`src/rtl/hazard_scoreboard_if.sv`:
```
// Decoder <-> hazard scoreboard bundle: ID-stage operands in, per-stage write tags and stall out.
// stall_count exists only when HAZARD_STATS_EN is defined.
interface hazard_scoreboard_if #(
  parameter int REGW = 5
);
  typedef logic [REGW-1:0] regbits_t;

  logic     advance;
  logic     flush;
  regbits_t id_rs;
  regbits_t id_rt;
  logic     id_uses_rs;
  logic     id_uses_rt;
  logic     id_wr_en;
  regbits_t id_wr_reg;
  logic     id_is_load;

  regbits_t reg_wr_ex;
  regbits_t reg_wr_mem;
  regbits_t reg_wr_wb;
  logic     ex_is_load;
  logic     stall;
`ifdef HAZARD_STATS_EN
  logic [15:0] stall_count;
`endif

  modport master (
    output advance, flush, id_rs, id_rt, id_uses_rs, id_uses_rt,
           id_wr_en, id_wr_reg, id_is_load,
    input  reg_wr_ex, reg_wr_mem, reg_wr_wb, ex_is_load, stall
`ifdef HAZARD_STATS_EN
    , input stall_count
`endif
  );

  modport slave (
    input  advance, flush, id_rs, id_rt, id_uses_rs, id_uses_rt,
           id_wr_en, id_wr_reg, id_is_load,
    output reg_wr_ex, reg_wr_mem, reg_wr_wb, ex_is_load, stall
`ifdef HAZARD_STATS_EN
    , output stall_count
`endif
  );
endinterface

```
`src/rtl/hazard_scoreboard.sv`:
```
// EX/MEM/WB destination-tag tracker with load-use stall; tags appear 1/2/3 advancing cycles after ID,
// stall is combinational and slots hold while advance=0. Optional HAZARD_STATS_EN adds a saturating stall counter.
module hazard_scoreboard #(
  parameter int REGW = 5
) (
  input logic              CLK,
  input logic              RST,
  hazard_scoreboard_if.slave sb
);
  typedef logic [REGW-1:0] regbits_t;

  typedef struct packed {
    logic     valid;
    regbits_t tag;
    logic     is_load;
  } slot_t;

  slot_t ex_slot;
  slot_t mem_slot;
  slot_t wb_slot;
  slot_t id_slot;

  logic rs_hit;
  logic rt_hit;
  logic stall_int;

  assign rs_hit = sb.id_uses_rs && (sb.id_rs == ex_slot.tag);
  assign rt_hit = sb.id_uses_rt && (sb.id_rt == ex_slot.tag);

  // Only a load still in EX is uncoverable; MEM/WB producers are forwarded.
  assign stall_int = !sb.flush && ex_slot.valid && ex_slot.is_load && (rs_hit || rt_hit);

  // $0 is never tracked, so a write to it enters as an invalid slot.
  always_comb begin
    id_slot         = '0;
    id_slot.valid   = sb.id_wr_en && (sb.id_wr_reg != '0);
    id_slot.tag     = sb.id_wr_reg;
    id_slot.is_load = sb.id_is_load;
  end

  always_ff @(posedge CLK) begin
    if (RST) begin
      ex_slot  <= '0;
      mem_slot <= '0;
      wb_slot  <= '0;
    end else if (sb.advance) begin
      wb_slot  <= mem_slot;
      mem_slot <= ex_slot;
      ex_slot  <= (stall_int || sb.flush) ? slot_t'('0) : id_slot;
    end
  end

  assign sb.reg_wr_ex  = ex_slot.valid  ? ex_slot.tag  : '0;
  assign sb.reg_wr_mem = mem_slot.valid ? mem_slot.tag : '0;
  assign sb.reg_wr_wb  = wb_slot.valid  ? wb_slot.tag  : '0;
  assign sb.ex_is_load = ex_slot.valid && ex_slot.is_load;
  assign sb.stall      = stall_int;

`ifdef HAZARD_STATS_EN
  logic [15:0] stall_cnt;

  always_ff @(posedge CLK) begin
    if (RST) begin
      stall_cnt <= '0;
    end else if (stall_int && sb.advance && (stall_cnt != 16'hFFFF)) begin
      stall_cnt <= stall_cnt + 16'd1;
    end
  end

  assign sb.stall_count = stall_cnt;
`endif
endmodule

```
`src/flat_wrapper.sv`:
```
// flat-port wrapper written by rule: the top's interface ports become plain ports
module hazard_scoreboard_flat 
#(
  parameter int REGW = 5
)
  (CLK, RST, sb_advance, sb_flush, sb_id_rs, sb_id_rt, sb_id_uses_rs, sb_id_uses_rt, sb_id_wr_en, sb_id_wr_reg, sb_id_is_load, sb_reg_wr_ex, sb_reg_wr_mem, sb_reg_wr_wb, sb_ex_is_load, sb_stall);
  hazard_scoreboard_if #(.REGW(REGW)) sb_i ();
  input logic CLK;
  input logic RST;
  input wire logic [$bits(sb_i.advance)-1:0] sb_advance;
  input wire logic [$bits(sb_i.flush)-1:0] sb_flush;
  input wire logic [$bits(sb_i.id_rs)-1:0] sb_id_rs;
  input wire logic [$bits(sb_i.id_rt)-1:0] sb_id_rt;
  input wire logic [$bits(sb_i.id_uses_rs)-1:0] sb_id_uses_rs;
  input wire logic [$bits(sb_i.id_uses_rt)-1:0] sb_id_uses_rt;
  input wire logic [$bits(sb_i.id_wr_en)-1:0] sb_id_wr_en;
  input wire logic [$bits(sb_i.id_wr_reg)-1:0] sb_id_wr_reg;
  input wire logic [$bits(sb_i.id_is_load)-1:0] sb_id_is_load;
  output wire logic [$bits(sb_i.reg_wr_ex)-1:0] sb_reg_wr_ex;
  output wire logic [$bits(sb_i.reg_wr_mem)-1:0] sb_reg_wr_mem;
  output wire logic [$bits(sb_i.reg_wr_wb)-1:0] sb_reg_wr_wb;
  output wire logic [$bits(sb_i.ex_is_load)-1:0] sb_ex_is_load;
  output wire logic [$bits(sb_i.stall)-1:0] sb_stall;
  assign sb_i.advance = sb_advance;
  assign sb_i.flush = sb_flush;
  assign sb_i.id_rs = sb_id_rs;
  assign sb_i.id_rt = sb_id_rt;
  assign sb_i.id_uses_rs = sb_id_uses_rs;
  assign sb_i.id_uses_rt = sb_id_uses_rt;
  assign sb_i.id_wr_en = sb_id_wr_en;
  assign sb_i.id_wr_reg = sb_id_wr_reg;
  assign sb_i.id_is_load = sb_id_is_load;
  assign sb_reg_wr_ex = sb_i.reg_wr_ex;
  assign sb_reg_wr_mem = sb_i.reg_wr_mem;
  assign sb_reg_wr_wb = sb_i.reg_wr_wb;
  assign sb_ex_is_load = sb_i.ex_is_load;
  assign sb_stall = sb_i.stall;
  hazard_scoreboard #(.REGW(REGW)) u_core (.CLK(CLK), .RST(RST), .sb(sb_i));
endmodule
```
`config.mk`:
```
export PLATFORM = sky130hd
export DESIGN_NAME = hazard_scoreboard_flat
export DESIGN_NICKNAME = d
export VERILOG_FILES = /design/src/rtl/hazard_scoreboard_if.sv /design/src/rtl/hazard_scoreboard.sv /design/src/flat_wrapper.sv
export SDC_FILE = /design/constraint.sdc
export NUM_CORES = 1
export LEC_CHECK = 0
export CAP_MARGIN = 20
export CORE_ASPECT_RATIO = 1.1
export CORE_UTILIZATION = 44
export CTS_CLUSTER_SIZE = 25
export DETAILED_ROUTE_END_ITERATION = 7
export MAX_ROUTING_LAYER = met4
export PLACE_DENSITY_LB_ADDON = 0.15
export RECOVER_POWER = 50
export REMOVE_ABC_BUFFERS = 1
export SLEW_MARGIN = 25
export SYNTH_ARGS = -nofsm -noshare
export SYNTH_HDL_FRONTEND = slang
export SYNTH_SLANG_ARGS = --single-unit
```
`constraint.sdc`:
```
create_clock -name CLK -period 2.7 [get_ports CLK]
set_input_delay 0.27 -clock CLK [delete_from_list [all_inputs] [get_ports CLK]]
set_output_delay 0.27 -clock CLK [all_outputs]
set_load 0.02 [all_outputs]
```
==> flow_metrics.py <==
# Physical implementation metrics
metrics = {
    "outcome": {
        "status": "finished, final reports clean",
    },
    "final_timing": {
        "setup_tns_ps": 0,
        "worst_pin_slew_ps": 1130,
        "relSlewSlack_pct": 24.5,
        "grt_setup_unrepaired": "false",
        "finClkSkew_ps": 7.05,
        "drv_slew": 0,
        "layout_min_cycle_time_ps": 2240,
        "finalSetupViolations": 0,
        "fin_ws_ps": 455,
        "finalClockPeriodUsage_pct": 83.1,
        "fmax_ghz": 0.445,
        "finalHoldViolCount": 0,
    },
    "drt": {
        "first_iter_violations": 4,
        "post_drt_wl_per_cell_um": 12.6,
        "wl_met3_um": 73,
        "vias_per_cell": 5.00,
        "wl_met1_um": 895,
        "met2_length_um": 1180,
        "route.vias.total": 865,
        "routed_wl_um": 2180,
        "firstDrtPassIters": 6,
        "top_layer": "met4",
        "drc": 0,
        "ant_nets": 0,
    },
    "global_routing": {
        "track_usage_pct": 22.2,
        "grt_max_degree": 21,
        "busiest_layer": "met2",
        "antenna_found_initial": 0,
        "grt_overflow": 0,
        "grt_pass1_vias": 841,
        "grtUsageMet1_pct": 23.8,
        "grt_pass1_wl_um": 3630,
        "grt_use_met2_pct": 38.7,
        "grt_use_met3_pct": 3.24,
    },
    "job": {
        "cap_violations": 0,
        "warning_count": 25,
    },
    "synth": {
        "syn_avg_cell_area_um2": 8.96,
        "postSynthCellCount": 104,
        "synth.distinct_cells": 17,
        "ys_cells": 104,
        "ys.flops": 19,
        "ys_seq_share_pct": 40.8,
        "yosys.area.top_type": "dfxtp_1",
        "top_cell": "dfxtp_1",
        "ys_chip_area_um2": 932,
        "synthTopCellsByCount": "dfxtp_1, nor2_1, mux2i_1",
        "top_cell_area_share_pct": 40.8,
        "synth_area_um2": 932,
        "flop_cell": "dfxtp_1",
        "yosysWarnings": 0,
        "edf_count": 0,
        "synthTopCellsByArea": "dfxtp_1, mux2i_1, xnor2_1, and2_1, nor2_1",
        "async_reset_ff_share_pct": 0,
    },
    "die": {
        "num_rows": 17,
        "chipArea_um2": 2310,
        "fp_util_pct": 46.6,
        "fp.dieH_um": 50.3,
        "core_area_um2": 2000,
        "fp.dieW_um": 45.9,
        "io_pins": 40,
    },
    "clock_tree": {
        "cts.sinks": 19,
        "ctsResizeCount": 0,
        "post-cts-setup-buffers": 0,
        "hold_buffers": 0,
        "worstSkewPairLatency_ps": 290,
        "clk_pin_slew_ps": 100,
        "htreeDepth": 1,
        "cts_buffers": 3,
        "cts_buffer_depth": 2,
        "clockRootBuffer": "clkbuf_4",
        "cts_tree": "yes",
    },
    "final_layout": {
        "largest_reg_flops": 7,
        "regMostFlops": "u_core.ex_slot",
        "drive_above_1_share_pct": 4.83,
        "fin_util_pct": 69.0,
        "reg_top3": "u_core.ex_slot (7), u_core.mem_slot (6), u_core.wb_slot (6)",
        "fillers": 194,
        "nets": 169,
        "comb_area_um2": 497,
        "regArea_um2": 380,
        "final_area_um2": 1380,
        "area_delta_synth_final_pct": 47.9,
        "diodes": 0,
    },
    "pwr": {
        "comb_power_share_pct": 15.6,
        "p_leak_uw": 0.000502,
        "comb-power_uw": 80.8,
        "power.internal_uw": 391,
        "clkPwrFrac_pct": 27.5,
        "powerDensity_nw_per_um2": 376,
        "pg_clk_uw": 143,
        "sw_frac_of_total_pct": 24.5,
        "p_seq_uw": 294,
        "peakVddDrop_uv": 353,
        "switchingPower_uw": 127,
        "seqPwrFrac_pct": 56.9,
        "power_leader": "sequential cells",
    },
    "placed_design": {
        "dpl-instance-area_um2": 1360,
        "gp_congestion": 0.757,
        "portBuffers": 39,
        "dp.cells": 169,
        "dpl.hpwl_um": 1710,
        "dp_slack_ps": 469,
    },
    "hold_path": {
        "hp-class": "flip-flop to flip-flop",
    },
    "worst_setup_path": {
        "crit_type": "flip-flop to output port",
        "cp.required_ps": 2430,
        "crit_fanout": 4,
        "worstPathArrival_ps": 1970,
        "startpoint_type": "flip-flop",
        "endpoint_kind": "output port",
    },
}
==> cell type report <==
cell class / count / share of cell area, %
clock buffer: 3 / 1.63
clock inverter: 1 / 0.363
inverter: 8 / 2.18
multi-input combinational: 72 / 36.0
sequential: 19 / 27.6
tap: 28 / 2.54
timing repair buffer: 42 / 29.7
==> stage by stage <==
stage / power, uW / hold WS [ps]
after floorplan: 328 / 342
final: 518 / 482
after global placement: 380 / 461
after CTS: 522 / 487
after global routing: 543 / 511
after detailed placement: 382 / 470
==> kinds of logic after synthesis <==
logic type	share of synthesized area, %
and+or+nand+nor	22.1
DFF	40.8
AOI/OAI and AO/OA	8.86
buffers and inverters	5.91
xor gates and xnor gates	9.40
muxes	12.9
==> cells in the final DEF, fill, tap and decap left out, drive strengths merged, types with 4 or more instances in the layout <==
cell type	netlist	layout
clkdlybuf4s50	0	38
dfxtp	19	19
and2	11	11
xnor2	10	10
clkbuf	0	4
o32ai	7	7
mux2i	12	12
inv	8	8
nand3	8	8
nor2	17	17
==> path summary, 6_finish.rpt <==
check | to | slack (ps) | from | depth (start not counted)
max | sb_stall | 460 | u_core.ex_slot[4]$_SDFFE_PP0P_ | 5
min | u_core.ex_slot[0]$_SDFFE_PP0P_ | 480 | u_core.ex_slot[0]$_SDFFE_PP0P_ | 2
max reg2reg | u_core.ex_slot[3]$_SDFFE_PP0P_ | 1330 | u_core.ex_slot[4]$_SDFFE_PP0P_ | 5
min reg2reg | u_core.ex_slot[0]$_SDFFE_PP0P_ | 480 | u_core.ex_slot[0]$_SDFFE_PP0P_ | 2
==> worst max-delay path: stages, from the launching register on <==
cell,delay (ps)
dfxtp_1,440
xnor2_1,140
nand4_1,140
o22ai_2,210
and2b_1,150
clkdlybuf4s50_1,600
sizes.png
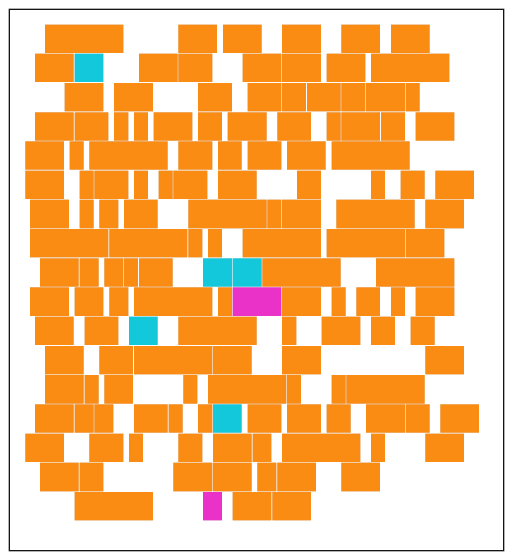
_2 cells -> magenta  # cells 2
_3 and _4 cells -> cyan  # cells 5
_0 and _1 cells -> orange  # cells 138

layer_met2.png
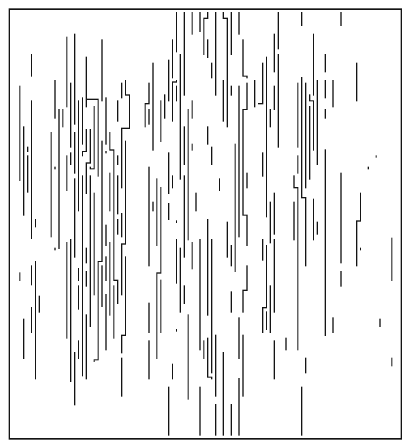
nets with wire on the layer = 149
longest straight run = 23.5 um
share of all routed wire = 54%
main direction = vertical

placement_by_type.png
Scale bar: 10 um. Fill, decap, tap and diode cells in grey.
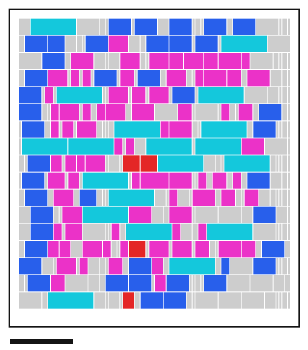
remaining buffers and delay cells -> blue  # cells 42
clock drivers and dummy loads -> red  # cells 4
combinational and other logic -> magenta  # cells 80
sequential cells -> cyan  # cells 19

logic_types.png
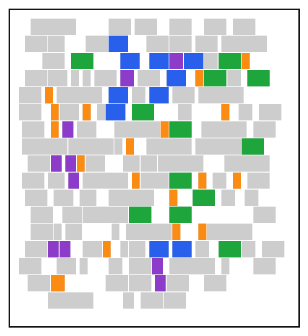
nand cells -> purple  # cells 10, most used nand3_1
mux cells -> green  # cells 12, most used mux2i_1
xor and xnor cells -> blue  # cells 10, most used xnor2_1
nor cells -> orange  # cells 18, most used nor2_1
Commonest Layout Cell: clkdlybuf4s50_1
fraction of area in multi-input gates: 36.0%
Layout Cells excl Fill: 173

No activity file was given, so power comes from the tool's default toggle rates.
